<file path="src/rtl/rej_ntt_sampler.sv">
// Byte-serial FIPS 204 rejection sampler: SHAKE128 squeeze bytes -> 256 NTT coefficients.
// Optional build macro REJ_STATS_EN adds the rej_count / bytes_used statistics ports.
module rej_ntt_sampler #(
  parameter int unsigned Q       = 32'd8380417,
  parameter int unsigned N       = 32'd256,
  parameter int unsigned COEFF_W = 32'd32
) (
  input  logic               clk,
  input  logic               rst,
  input  logic               start,
  input  logic [7:0]         in_data,
  input  logic               in_valid,
  output logic               in_ready,
  output logic [COEFF_W-1:0] coeff_data,
  output logic [7:0]         coeff_idx,
  output logic               coeff_valid,
  input  logic               coeff_ready,
  output logic               busy,
`ifdef REJ_STATS_EN
  output logic [15:0]        rej_count,
  output logic [15:0]        bytes_used,
`endif
  output logic               done
);

  typedef enum logic [1:0] {
    S_IDLE    = 2'd0,
    S_COLLECT = 2'd1,
    S_CHECK   = 2'd2,
    S_EMIT    = 2'd3
  } state_t;

  localparam logic [23:0] LP_Q    = 24'(Q);
  localparam logic [8:0]  LP_LAST = 9'(N - 32'd1);

  state_t               r_state;
  state_t               w_state_nxt;
  logic [1:0]           r_byte_cnt;
  logic [7:0]           r_b0;
  logic [7:0]           r_b1;
  logic [22:0]          r_cand;
  logic [8:0]           r_coeff_cnt;
  logic                 r_in_ready;
  logic                 r_coeff_valid;
  logic                 r_busy;
  logic                 r_done;
  logic [COEFF_W-1:0]   r_coeff_data;
  logic [7:0]           r_coeff_idx;
  logic                 w_byte_hs;
  logic                 w_coeff_hs;
  logic                 w_cand_ok;
  logic                 w_last;

  assign w_byte_hs  = r_in_ready & in_valid;
  assign w_coeff_hs = r_coeff_valid & coeff_ready;
  assign w_cand_ok  = ({1'b0, r_cand} < LP_Q);
  assign w_last     = (r_coeff_cnt == LP_LAST);

  // State register
  always_ff @(posedge clk or negedge rst) begin
    if (!rst) begin
      r_state <= S_IDLE;
    end else begin
      r_state <= w_state_nxt;
    end
  end

  // Next-state decode
  always_comb begin
    w_state_nxt = r_state;
    case (r_state)
      S_IDLE: begin
        if (start) w_state_nxt = S_COLLECT;
        else       w_state_nxt = S_IDLE;
      end
      S_COLLECT: begin
        if (w_byte_hs && (r_byte_cnt == 2'd2)) w_state_nxt = S_CHECK;
        else                                   w_state_nxt = S_COLLECT;
      end
      S_CHECK: begin
        if (w_cand_ok) w_state_nxt = S_EMIT;
        else           w_state_nxt = S_COLLECT;
      end
      S_EMIT: begin
        if (w_coeff_hs && w_last) w_state_nxt = S_IDLE;
        else if (w_coeff_hs)      w_state_nxt = S_COLLECT;
        else                      w_state_nxt = S_EMIT;
      end
      default: w_state_nxt = S_IDLE;
    endcase
  end

  // Byte assembly, candidate check and coefficient output registers
  always_ff @(posedge clk or negedge rst) begin
    if (!rst) begin
      r_byte_cnt    <= 2'd0;
      r_b0          <= 8'd0;
      r_b1          <= 8'd0;
      r_cand        <= 23'd0;
      r_coeff_cnt   <= 9'd0;
      r_in_ready    <= 1'b0;
      r_coeff_valid <= 1'b0;
      r_busy        <= 1'b0;
      r_done        <= 1'b0;
      r_coeff_data  <= '0;
      r_coeff_idx   <= 8'd0;
    end else begin
      // in_ready is registered so it is decoded from the state we are entering
      r_in_ready <= (w_state_nxt == S_COLLECT);
      r_done     <= 1'b0;
      case (r_state)
        S_IDLE: begin
          if (start) begin
            r_byte_cnt  <= 2'd0;
            r_coeff_cnt <= 9'd0;
            r_busy      <= 1'b1;
          end
        end
        S_COLLECT: begin
          if (w_byte_hs) begin
            case (r_byte_cnt)
              2'd0: begin
                r_b0       <= in_data;
                r_byte_cnt <= 2'd1;
              end
              2'd1: begin
                r_b1       <= in_data;
                r_byte_cnt <= 2'd2;
              end
              default: begin
                r_cand     <= {in_data[6:0], r_b1, r_b0};
                r_byte_cnt <= 2'd0;
              end
            endcase
          end
        end
        S_CHECK: begin
          if (w_cand_ok) begin
            r_coeff_data  <= COEFF_W'(r_cand);
            r_coeff_idx   <= r_coeff_cnt[7:0];
            r_coeff_valid <= 1'b1;
          end
        end
        S_EMIT: begin
          if (w_coeff_hs) begin
            r_coeff_valid <= 1'b0;
            if (w_last) begin
              r_done <= 1'b1;
              r_busy <= 1'b0;
            end else begin
              r_coeff_cnt <= r_coeff_cnt + 9'd1;
            end
          end
        end
        default: begin
          r_coeff_valid <= 1'b0;
        end
      endcase
    end
  end

`ifdef REJ_STATS_EN
  logic [15:0] r_rej_count;
  logic [15:0] r_bytes_used;

  // Saturating per-polynomial statistics, held after done until the next start
  always_ff @(posedge clk or negedge rst) begin
    if (!rst) begin
      r_rej_count  <= 16'd0;
      r_bytes_used <= 16'd0;
    end else if ((r_state == S_IDLE) && start) begin
      r_rej_count  <= 16'd0;
      r_bytes_used <= 16'd0;
    end else begin
      if ((r_state == S_CHECK) && !w_cand_ok && (r_rej_count != 16'hFFFF))
        r_rej_count <= r_rej_count + 16'd1;
      if (w_byte_hs && (r_bytes_used != 16'hFFFF))
        r_bytes_used <= r_bytes_used + 16'd1;
    end
  end

  assign rej_count  = r_rej_count;
  assign bytes_used = r_bytes_used;
`endif

  assign in_ready    = r_in_ready;
  assign coeff_data  = r_coeff_data;
  assign coeff_idx   = r_coeff_idx;
  assign coeff_valid = r_coeff_valid;
  assign busy        = r_busy;
  assign done        = r_done;

endmodule

</file>
<file path="config.mk">
export PLATFORM = sky130hd
export DESIGN_NAME = rej_ntt_sampler
export DESIGN_NICKNAME = d
export VERILOG_FILES = /design/src/rtl/rej_ntt_sampler.sv
export SDC_FILE = /design/constraint.sdc
export NUM_CORES = 1
export LEC_CHECK = 0
export CAP_MARGIN = 0
export CORE_MARGIN = 4
export CORE_UTILIZATION = 24
export DETAILED_ROUTE_END_ITERATION = 10
export PLACE_DENSITY = 0.53
export SYNTH_ARGS = -nofsm -noshare
export SYNTH_HDL_FRONTEND = slang
export SYNTH_SLANG_ARGS = --single-unit
export TNS_END_PERCENT = 50
</file>
<file path="constraint.sdc">
create_clock -name clk -period 2.7 [get_ports clk]
set_clock_uncertainty 0.2 [all_clocks]
set_input_delay 0.675 -clock clk [delete_from_list [all_inputs] [get_ports clk]]
set_output_delay 0.675 -clock clk [all_outputs]
set_load 0.05 [all_outputs]
</file>
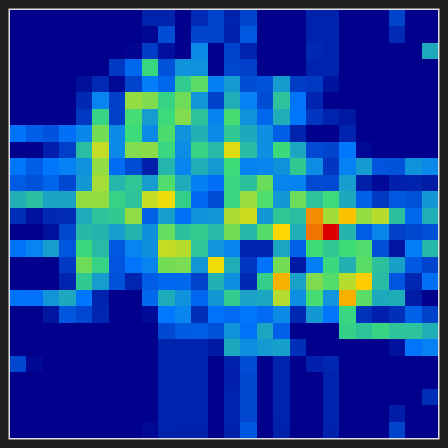
(images/metal_density.png)
26 x 26 tiles, from dark blue (low) to red (high), scaled to the fullest tile. Values are wire area over tile area, all layers added.
fullest tile = 0.38
mean over tiles = 0.069
densest ninth of the die = center
nearly empty tiles = 36%

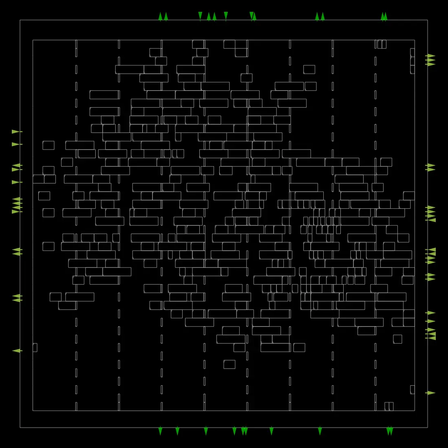
(images/placement.png)
CORE AREA: 14,750 um^2
Util after Layout: 0.3156
# Taps: 184
number of sequential cells: 87
Seq area share: 0.4675

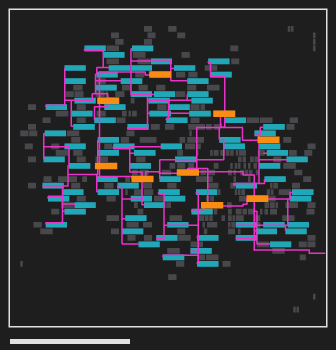
(images/clk_routes.png)
Scale bar: 50 um.
magenta -> clock wires  # length 1,100 um
orange -> clock drivers  # count 9
cyan -> flip-flops  # count 87
routed clock nets = 10

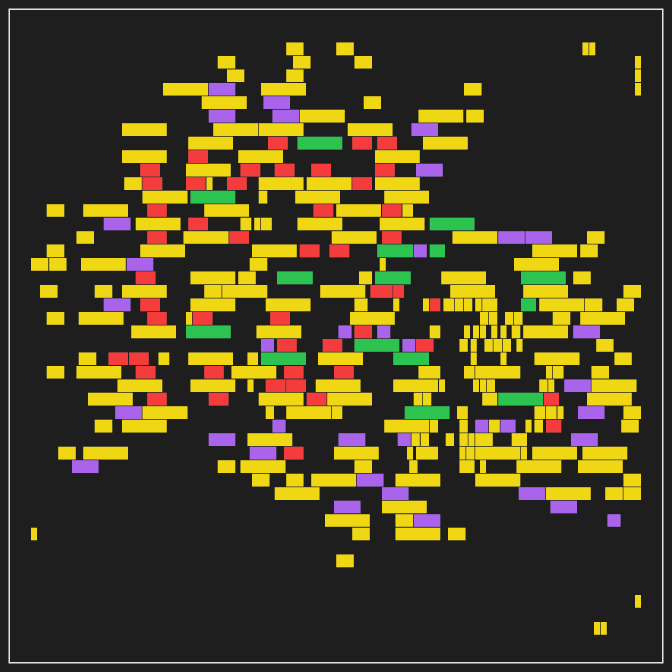
(images/sizes.png)
red -> _2 cells  # cells 48, most used mux2_2
green -> _6 and larger  # cells 15, most used clkbuf_16
yellow -> _0 and _1 cells  # cells 223, most used dfrtp_1
purple -> _3 and _4 cells  # cells 36, most used mux2_4

==> notes.md <==
flow finished, numbers: MaxCap Viol Count 0, Crit Path Category reg2out, synth unique cells 33, Core Util at FP 0.2485, Synth flops 87, post-cts resize count 0, number of core rows 44, ant diodes 0, Max-area cell share 0.5939, vias per cell 4.366, root buffer cell clkbuf_16, CP startpoint coeff_valid$_DFFE_PN0P_, Post-Syn Area 3666 um^2, Top delay family on crit path buffers and inverters, dominant cell by count in the synthesized netlist dfrtp_1, crit path cell chain clkdlybuf4s50_1, largest net degree at the start of global routing 35, tally of yosys warning messages 0, DRT Pass-1 Iters 4, Tool Warnings 26, post-CTS setup buffers 0, first-pass GRT wire length 13,100 um, top_reg_cell synth dfrtp_1, Critical Path AT 1560 ps, Non-Filler Instances 506, Area Growth Syn to Fin 27.03%, CP Depth 1, worst slew pin tran 572.4 ps, DR WL met3 367 um, detailed-route DRC error count 0, setup_tns 0 ps, PD cells 1173 nW/um^2, # nets final 332, Tmin final 2433 ps, Top Layer Used met4, Slew Limit Fails 0, DRT iter0 DRCs 159, Die W 131.6 um, Worst setup endpoint coeff_valid, M1 WL 3692 um, # setup viols final 0, worst reg2reg path endpoint coeff_idx[6]$_DFFE_PN0P_, synthesized area per cell 14.21 um^2, # H-tree levels 3, GP Congestion 0.7692, Max VDD drop 0.4005 mV, TritonCTS clock tree built, placed cell count 490, clk sinks 87, ys async rst share 1.000, Top Layout Cells 87 x dfrtp_1, 46 x clkdlybuf4s50_1, 41 x mux2_2, 26 x mux2_4, 10 x nand2_1, die area 17,320 um^2, CP Launch Type register, register area share after synthesis 0.5939, number of enable flip-flop cells 0, num ports 57, Inserted Clock Buffers 9, outcome finished, final reports clean, final hold violation count 0, aoi share 0.03481, count of input and output buffers 47, Bufs on Longest Clock Path 2, Cell area leaders dfrtp_1 59%, mux2_2 13%, mux2_4 11%, buf_4 1.8%, buf_6 1.5%, fillers 1,485, xor+xnor area frac 0.007167, initial antenna violation count 0, Routed Antenna Nets 0, Hold Crit Class in2async, slew margin rel. 0.6155, CP max FO 4, GRT Overall Usage 0.09506, total gr overflow 0, CP bufs+invs 1, Worst-path clk slew 60 ps, Largest stage delay, worst path 830 ps, adder share 0.006826, CP max stage cell clkdlybuf4s50_1, RSZ-0062 raised after global routing false, most instantiated cells after synthesis 87 x dfrtp_1, 41 x mux2_2, 26 x mux2_4, post-synth top area cell dfrtp_1, HPWL Detailed 5654 um, overall power 5461 uW, cell count after synthesis 258, Worst Reg-to-Reg Cells 5, fmax 411.0 MHz, Hold Buf Count CTS 0, Total Wirelength 7728 um, ys cells 258, WL/cell 15.27 um, MUX area fraction 0.2352, Dominant comb cell multiplexers, Leakage 0.002098 uW, cycle use final 0.9012, Crit path required time 1820 ps, Commonest Layout Cell dfrtp_1, clk_lat worst skew 340 ps, Setup crit end kind primary output, r2r setup slk 340 ps, Vias 2,209, Basic Gates by Area 0.07440, share of layout cells above drive strength 1 0.3075, met2 routed WL 3561 um, Die Y 131.6 um, launch point of the worst reg-to-reg path r_cand[5]$_DFFE_PN0P_, YS chip area 3666 um^2, vias in the first global route 2,407
==> per-layer routing <==
layer / GRT usage / vias up
met3: 0.03402 / 10
met2: 0.1470 / 48
li1: - / 1014
met1: 0.1249 / 1137
met5: 0 / -
met4: 0.02975 / 0
==> kinds of logic after synthesis <==
logic type | Yosys count
buffers and inverters | 26
adders and majority gates | 2
DFF | 87
other | 1
xor gates and xnor gates | 3
muxes | 68
and+or+nand+nor | 52
AOI/OAI and AO/OA | 19
==> final cells by class <==
type	count	area, um^2	share of cell area
Sequential cell	87	2177	0.4675
Multi-Input combinational cell	153	1349	0.2896
Timing Repair Buffer	57	593.1	0.1274
Clock buffer	11	232.7	0.04997
Tap cell	184	230.2	0.04944
Clock inverter	5	41.29	0.008866
Inverter	9	33.78	0.007254
==> registers in the layout, summed over array words and instances, names as in the netlist <==
register,flops
coeff_data,23
r_cand,23
r_coeff_cnt,9
coeff_idx,8
r_b0,8
r_b1,8
r_byte_cnt,2
r_state,2
busy,1
coeff_valid,1
done,1
in_ready,1
==> power by group <==
part	total (uW)	internal (uW)	switching [uW]	leakage (uW)
combinational	2100	958	1140	0.000869
sequential	2230	1840	386	0.00110
clock	1140	632	508	0.000127
total	5460	3430	2030	0.00210
==> per-stage QoR <==
step	hold slack (ps)	cell area, um^2	setup WS (ps)
2_1_floorplan	179.4	3696	565.2
3_3_place_gp	284.7	4383	182.1
3_5_place_dp	292.5	4383	159.6
4_1_cts	95.66	4657	250.0
5_1_grt	110.3	4657	219.3
6_report	91.59	4657	266.8
Power is estimated from default activity; no workload was simulated.
